[config.mk]
export PLATFORM = sky130hd
export DESIGN_NAME = bus_peripheral
export DESIGN_NICKNAME = d
export VERILOG_FILES = /design/src/rtl/bus_peripheral_pkg.sv /design/src/rtl/peripheral_timer.sv /design/src/rtl/bus_peripheral.sv
export SDC_FILE = /design/constraint.sdc
export NUM_CORES = 1
export LEC_CHECK = 0
export CORE_UTILIZATION = 52
export DETAILED_ROUTE_END_ITERATION = 8
export PLACE_DENSITY = 0.75
export SLEW_MARGIN = 20
export SYNTH_ARGS = -nofsm -noshare
export SYNTH_HDL_FRONTEND = slang
export SYNTH_SLANG_ARGS = --single-unit
[constraint.sdc]
create_clock -name clk -period 1.7 [get_ports clk]
set_input_delay 0.34 -clock clk [delete_from_list [all_inputs] [get_ports clk]]
set_output_delay 0.34 -clock clk [all_outputs]
set_load 0.03 [all_outputs]
[src/rtl/bus_peripheral_pkg.sv]
// Shared register map, control-field positions and timer control type for bus_peripheral.
package bus_peripheral_pkg;

    localparam logic [7:0] RAM_BASE    = 8'h00;
    localparam logic [7:0] GPIO_OUT    = 8'h80;
    localparam logic [7:0] GPIO_IN     = 8'h81;
    localparam logic [7:0] TIMER_COUNT = 8'h84;
    localparam logic [7:0] TIMER_CMP   = 8'h85;
    localparam logic [7:0] TIMER_CTRL  = 8'h86;
    localparam logic [7:0] STATUS      = 8'h87;

    localparam int CTRL_ENABLE_BIT      = 0;
    localparam int CTRL_AUTO_RELOAD_BIT = 1;
    localparam int STATUS_MATCH_BIT     = 0;

    typedef struct packed {
        logic auto_reload;
        logic enable;
    } timer_ctrl_t;

endpackage

[src/rtl/peripheral_timer.sv]
// 8-bit compare timer with optional auto-reload and a sticky match flag.
module peripheral_timer
    import bus_peripheral_pkg::*;
(
    input  logic        clk,
    input  logic        rst_n,
    input  logic        count_clear,
    input  logic        cmp_write,
    input  logic        ctrl_write,
    input  logic        status_clear,
    input  logic [7:0]  write_data,
    output logic [7:0]  count,
    output logic [7:0]  cmp,
    output timer_ctrl_t ctrl,
    output logic        match_flag,
    output logic        timer_match
);

    // Compare is a function of registered state only, so the pulse spans exactly the matching cycle.
    assign timer_match = ctrl.enable && (count == cmp);

    // NOTE: sequential state uses non-blocking assignments so every register samples pre-edge values.
    always_ff @(posedge clk or negedge rst_n) begin
        if (!rst_n) begin
            count       <= 8'h00;
            cmp         <= 8'hFF;
            ctrl        <= '0;
            match_flag  <= 1'b0;
        end else begin
            if (count_clear) begin
                count <= 8'h00;
            end else if (timer_match && ctrl.auto_reload) begin
                count <= 8'h00;
            end else if (ctrl.enable) begin
                count <= count + 8'd1;
            end

            if (cmp_write) begin
                cmp <= write_data;
            end

            if (ctrl_write) begin
                ctrl.enable      <= write_data[CTRL_ENABLE_BIT];
                ctrl.auto_reload <= write_data[CTRL_AUTO_RELOAD_BIT];
            end

            // A new match beats a simultaneous write-1-to-clear.
            if (timer_match) begin
                match_flag <= 1'b1;
            end else if (status_clear) begin
                match_flag <= 1'b0;
            end
        end
    end

endmodule

[src/rtl/bus_peripheral.sv]
// CPU-bus peripheral: byte RAM, GPIO with input synchronizer, optional timer.
// Define BUS_PERIPHERAL_TIMER_EN to build the timer at 0x84..0x87.
module bus_peripheral
    import bus_peripheral_pkg::*;
#(
    parameter int RAM_BYTES = 16
) (
    input  logic       clk,
    input  logic       rst_n,
    input  logic [7:0] address,
    input  logic       write_enable,
    input  logic [7:0] write_data,
    output logic [7:0] read_data,
    input  logic [7:0] gpio_in,
    output logic [7:0] gpio_out,
    output logic       timer_match
);

    localparam int AW = $clog2(RAM_BYTES);

    logic [7:0]    ram [RAM_BYTES];
    logic [7:0]    ram_offset;
    logic          ram_hit;
    logic [AW-1:0] ram_index;
    logic [7:0]    gpio_out_q;
    logic [7:0]    sync_meta;
    logic [7:0]    sync_q;

    assign ram_offset = address - RAM_BASE;
    assign ram_hit    = ({1'b0, ram_offset} < 9'(RAM_BYTES));
    assign ram_index  = ram_offset[AW-1:0];
    assign gpio_out   = gpio_out_q;

    // NOTE: RAM has no reset so it maps onto plain memory macros or LUT RAM.
    always_ff @(posedge clk) begin
        if (write_enable && ram_hit) begin
            ram[ram_index] <= write_data;
        end
    end

    always_ff @(posedge clk or negedge rst_n) begin
        if (!rst_n) begin
            gpio_out_q <= 8'h00;
            sync_meta  <= 8'h00;
            sync_q     <= 8'h00;
        end else begin
            sync_meta <= gpio_in;
            sync_q    <= sync_meta;
            if (write_enable && address == GPIO_OUT) begin
                gpio_out_q <= write_data;
            end
        end
    end

`ifdef BUS_PERIPHERAL_TIMER_EN
    logic [7:0]  timer_count;
    logic [7:0]  timer_cmp;
    timer_ctrl_t timer_ctrl;
    logic        match_flag;

    peripheral_timer u_timer (
        .clk          (clk),
        .rst_n        (rst_n),
        .count_clear  (write_enable && address == TIMER_COUNT),
        .cmp_write    (write_enable && address == TIMER_CMP),
        .ctrl_write   (write_enable && address == TIMER_CTRL),
        .status_clear (write_enable && address == STATUS && write_data[STATUS_MATCH_BIT]),
        .write_data   (write_data),
        .count        (timer_count),
        .cmp          (timer_cmp),
        .ctrl         (timer_ctrl),
        .match_flag   (match_flag),
        .timer_match  (timer_match)
    );
`else
    assign timer_match = 1'b0;
`endif

    // NOTE: every path starts from a default so the read mux cannot infer a latch.
    always_comb begin
        read_data = 8'h00;
        if (ram_hit) begin
            read_data = ram[ram_index];
        end else begin
            case (address)
                GPIO_OUT:    read_data = gpio_out_q;
                GPIO_IN:     read_data = sync_q;
`ifdef BUS_PERIPHERAL_TIMER_EN
                TIMER_COUNT: read_data = timer_count;
                TIMER_CMP:   read_data = timer_cmp;
                TIMER_CTRL: begin
                    read_data[CTRL_ENABLE_BIT]      = timer_ctrl.enable;
                    read_data[CTRL_AUTO_RELOAD_BIT] = timer_ctrl.auto_reload;
                end
                STATUS:      read_data[STATUS_MATCH_BIT] = match_flag;
`endif
                default:     read_data = 8'h00;
            endcase
        end
    end

endmodule
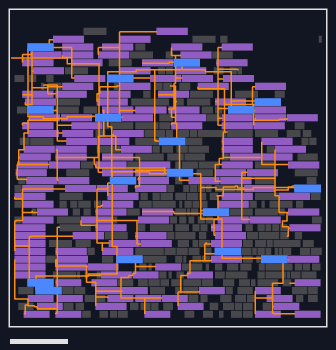
Fig. 1. Clock wires, drivers and flops (run 1).
Scale bar: 20 microns.
clock-net drivers: in blue, count 17. flip-flops: in purple, count 152. clock wires: in orange, length 1690 microns.
There are 18 routed clock nets. Position of the flops: widely spread.

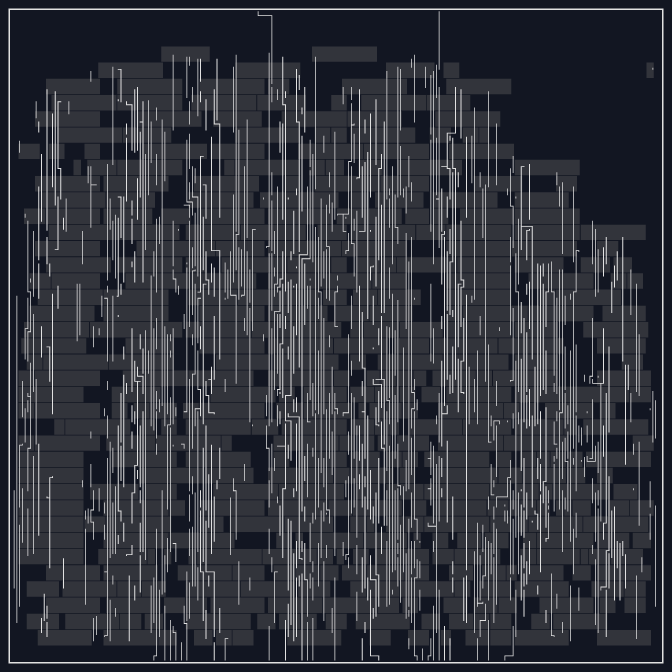
Fig. 2. Metal 2 (run 1).
Cells faint in the background.
The layer holds 53% of the routed length. The wires run mostly vertical. The layer carries 6930 microns of wire.

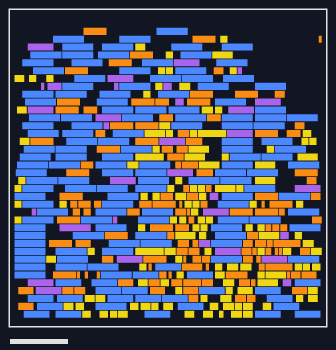
Fig. 3. Placed cells, one color a class (run 1).
Scale bar: 20 microns.
registers: in blue, cells 152, share of their area 56%. remaining logic cells: in orange, cells 129, share of their area 21%. clock drivers and dummy loads: in purple, cells 32, share of their area 7.2%. remaining buffers and delay cells: in yellow, cells 124, share of their area 16%.

==> impl.org, run 1 <==
#+TITLE: Flow metrics

** Pwr
- Power consumed by sequential cells :: 0.00409 W

** Synth
- The most common cell in the synthesized netlist is edfxtp_1.
- Cell type with the largest total area :: edfxtp_1
- By count the netlist is led by edfxtp_1, dfrtp_1, mux2i_1, nor2_1, mux4_1.
- Seq/Total Area, Yosys :: 74.1%

** Drt
- The routed layout has 3310 vias.
- Post-route DRC :: 0
- Post-detailed-route via-to-cell ratio :: 5.74

** Floorplanning
- Number of top-level pins :: 44
- In this run the vertical extent of the chip is 109 microns.
- Per the OpenROAD floorplan log, the area of the core is 0.0110 sq mm.

** Worst setup path
- Cell with the largest stage delay on the worst path :: mux4_2
- Cell type with the highest occurrence count on the critical path :: buf_4
- In this design, the stage delay of the slowest critical-path cell is 470 ps.
- Broken down by cell family, the worst path's largest delay share belongs to multiplexers.
- Logic depth along the worst register-to-register path is recorded as 2.

** Place
- Count of input and output buffers :: 42

** GRT
- Initial antenna violation count :: 0
- Pin count of the biggest net entering global routing :: 25

** Status
- Violations in the final reports :: negative setup slack
- The flow ran to the end, but the final reports show violations.

** Clocking
- CTS Root Cell :: clkbuf_16
- The post-CTS hold buffer count recorded in the log is 0.

** Layout
- Proportion of cell area occupied by multi-input gates :: 20.8%

** Final timing
- Hold violation count in the final report :: 0
- After layout, the worst setup slack is -543 ps.
- The last timing report of the flow puts the setup violation total at 21.

** Run
- Max-cap viol count :: 0
- Stage-log warning count :: 29
-- run 1: worst paths after layout --
kind	startpoint	to	slack (ps)
min in group clk	sync_meta[7]$_DFF_PN0_	sync_q[7]$_DFF_PN0_	350
min	rst_n	sync_meta[1]$_DFF_PN0_	280
max in group asynchronous	rst_n	gpio_out[7]$_DFFE_PN0P_	1180
min reg2reg	sync_meta[7]$_DFF_PN0_	sync_q[7]$_DFF_PN0_	350
max reg2reg	gpio_out[6]$_DFFE_PN0P_	gpio_out[6]$_DFFE_PN0P_	800
max	ram[6][3]$_DFFE_PP_	read_data[3]	-540
-- run 1: sequential cells by signal, summed over array words and instances, names as in the netlist --
| signal | count |
|---|---|
| sync_meta | 8 |
| ram | 128 |
| sync_q | 8 |
| gpio_out | 8 |
-- run 1: stage by stage --
| stage | util, % | power (W) | setup slack (ps) | hold slack, ps | area [sq um] |
|---|---|---|---|---|---|
| floorplan | - | 0.00442 | -182 | 44.4 | 6170 |
| global placement | 65.8 | 0.00466 | -1100 | 333 | 7250 |
| detailed placement | 65.8 | 0.00467 | -1140 | 336 | 7250 |
| CTS | 73.4 | 0.00840 | -578 | 275 | 8100 |
| global route | 74.0 | 0.00860 | -610 | 308 | 8170 |
| finish | 74.0 | 0.00835 | -543 | 279 | 8170 |
-- run 1: metal layers --
layer | vias up | global-route usage, % | part of all wire (%)
li1 | 1462 | - | -
met1 | 1728 | 31.9 | 41
met2 | 106 | 41.9 | 53
met3 | 14 | 7.71 | 5.3
met4 | 0 | 9.71 | 1.5
met5 | - | 0 | 0
-- run 1: cell families after synthesis --
family	count (synthesis)
AOI/OAI and AO/OA	16
buffers and inverters	15
and+or+nand+nor	52
muxes	60
DFF	152
other	1
--- run 2 (diff from run 1) ---
--- a/config.mk
+++ b/config.mk
@@ -5,9 +5,10 @@
 export SDC_FILE = /design/constraint.sdc
 export NUM_CORES = 1
 export LEC_CHECK = 0
-export CORE_UTILIZATION = 52
+export CORE_ASPECT_RATIO = 0.8
+export CORE_UTILIZATION = 60
 export DETAILED_ROUTE_END_ITERATION = 8
-export PLACE_DENSITY = 0.75
+export PLACE_DENSITY = 0.81
 export SLEW_MARGIN = 20
 export SYNTH_ARGS = -nofsm -noshare
 export SYNTH_HDL_FRONTEND = slang
==> constraint.sdc (replaced) <==
create_clock -name clk -period 2.86 [get_ports clk]
set_input_delay 0.572 -clock clk [delete_from_list [all_inputs] [get_ports clk]]
set_output_delay 0.572 -clock clk [all_outputs]
set_load 0.03 [all_outputs]
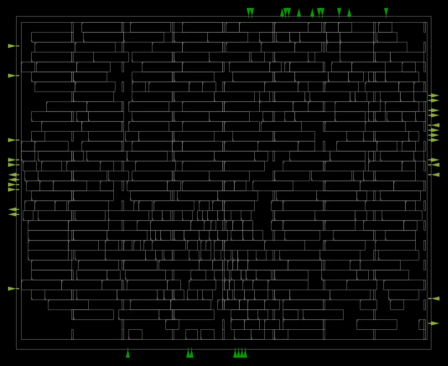
Fig. 4. Cell outlines without signal wires (run 2).
Layout fillers: 512
area of the placeable core: 0.00969 sq mm
sequential share of cell area: 59.4%
standard-cell rows: 32

==> impl.org, run 2 <==
#+TITLE: Flow metrics

** Place
- Pre-CTS worst setup slack :: -81.8 ps (+1060 ps)

** Final timing
- The count of endpoints failing hold in the final timing report was 0 (unchanged).
- PnR worst setup slack :: 45.7 ps (+589 ps)

** Run
- Max-cap viol count :: 0 (unchanged)
- Stage-log warning count :: 27 (-6.9%)

** Clocking
- The post-cts hold buffer count is 0 (unchanged).

** Worst setup path
- Cell depth of the worst flop-to-flop path :: 1 (-1)
- Reg2reg start :: gpio_out[6]$_DFFE_PN0P_
- The register-to-register setup slack came to 2080 ps (+1280 ps).
- Cell with the largest stage delay on the worst path :: or4_4
- Endpoint of the lowest-slack register-to-register path :: gpio_out[6]$_DFFE_PN0P_

** GRT
- Global routing put the most usage on met2.
- M1 GR Usage :: 35.3% (+3.4 points)

** Layout
- The fraction of the core area covered by cells at the end of the flow is 77.2% (+3.2 points).
- Proportion of cell area occupied by multi-input gates :: 20.2% (-0.56 points)
- Number of flip-flops in the largest register :: 128 (unchanged)
- The largest register by flop count is ram.

** Pwr
- Total power :: 0.00492 W (-41%)

** Drt
- The remaining routing DRC violations is 0 (unchanged).

** Synth
- For this run the top cell type by instance count after synthesis was edfxtp_1.
- The biggest area contributor in the post-synthesis netlist is edfxtp_1.

** Status
- The run finished with clean final reports.
run 2: netlist changes by cell type in the layout (fill, tap and decap cells not counted), moves of 6 or more:
cell,change
buf_12,-9
buf_4,-23
buf_6,-10
clkdlybuf4s50_1,+12
dlygate4sd2_1,-9
mux2i_1,+7
mux4_1,+15
mux4_2,-15
nor2_1,+10
nor2_4,-6
run 2: routing by layer:
layer  share of wire (%)  vias up
met1                  42     1652
li1                    -     1386
met2                  49      144
met3                 6.8       26
met4                 2.4        0
met5                   0        -
run 2: worst min path at each step:
stage | endpoint | slack (ps) | cells past startpoint
floorplan | gpio_out[0]$_DFFE_PN0P_ | 280 | 0
global placement | sync_q[0]$_DFF_PN0_ | 330 | 0
detailed placement | sync_q[7]$_DFF_PN0_ | 340 | 0
CTS | sync_q[7]$_DFF_PN0_ | 350 | 0
global route | sync_q[7]$_DFF_PN0_ | 360 | 0
finish | sync_q[7]$_DFF_PN0_ | 350 | 0
run 2: timing repair:
action,4_1_cts,5_1_grt
resized,7,15
setup endpoints to repair,8,8
pin swaps,0,7
run 2: cell families after synthesis:
group,after synthesis
mux,60
simple gates,52
compound gates,16
buf+inv,15
other cells,1
flops,152
run 2: through the flow:
stage                     area (sq um)  hold slack [ps]
after global placement            6810              334
after floorplan                   6000              276
after global routing              7480              358
after detailed placement          6810              336
after CTS                         7420              350
final                             7480              352
run 2: power groups by stage:
stage | registers, W | logic, W | clock network (W)
after floorplan | 0.00249 | 0.000120 | 0
after global placement | 0.00248 | 0.000252 | 0
after detailed placement | 0.00248 | 0.000260 | 0
after CTS | 0.00243 | 0.000264 | 0.00224
after global routing | 0.00243 | 0.000285 | 0.00232
final | 0.00243 | 0.000269 | 0.00221
No activity file was given, so power comes from the tool's default toggle rates.
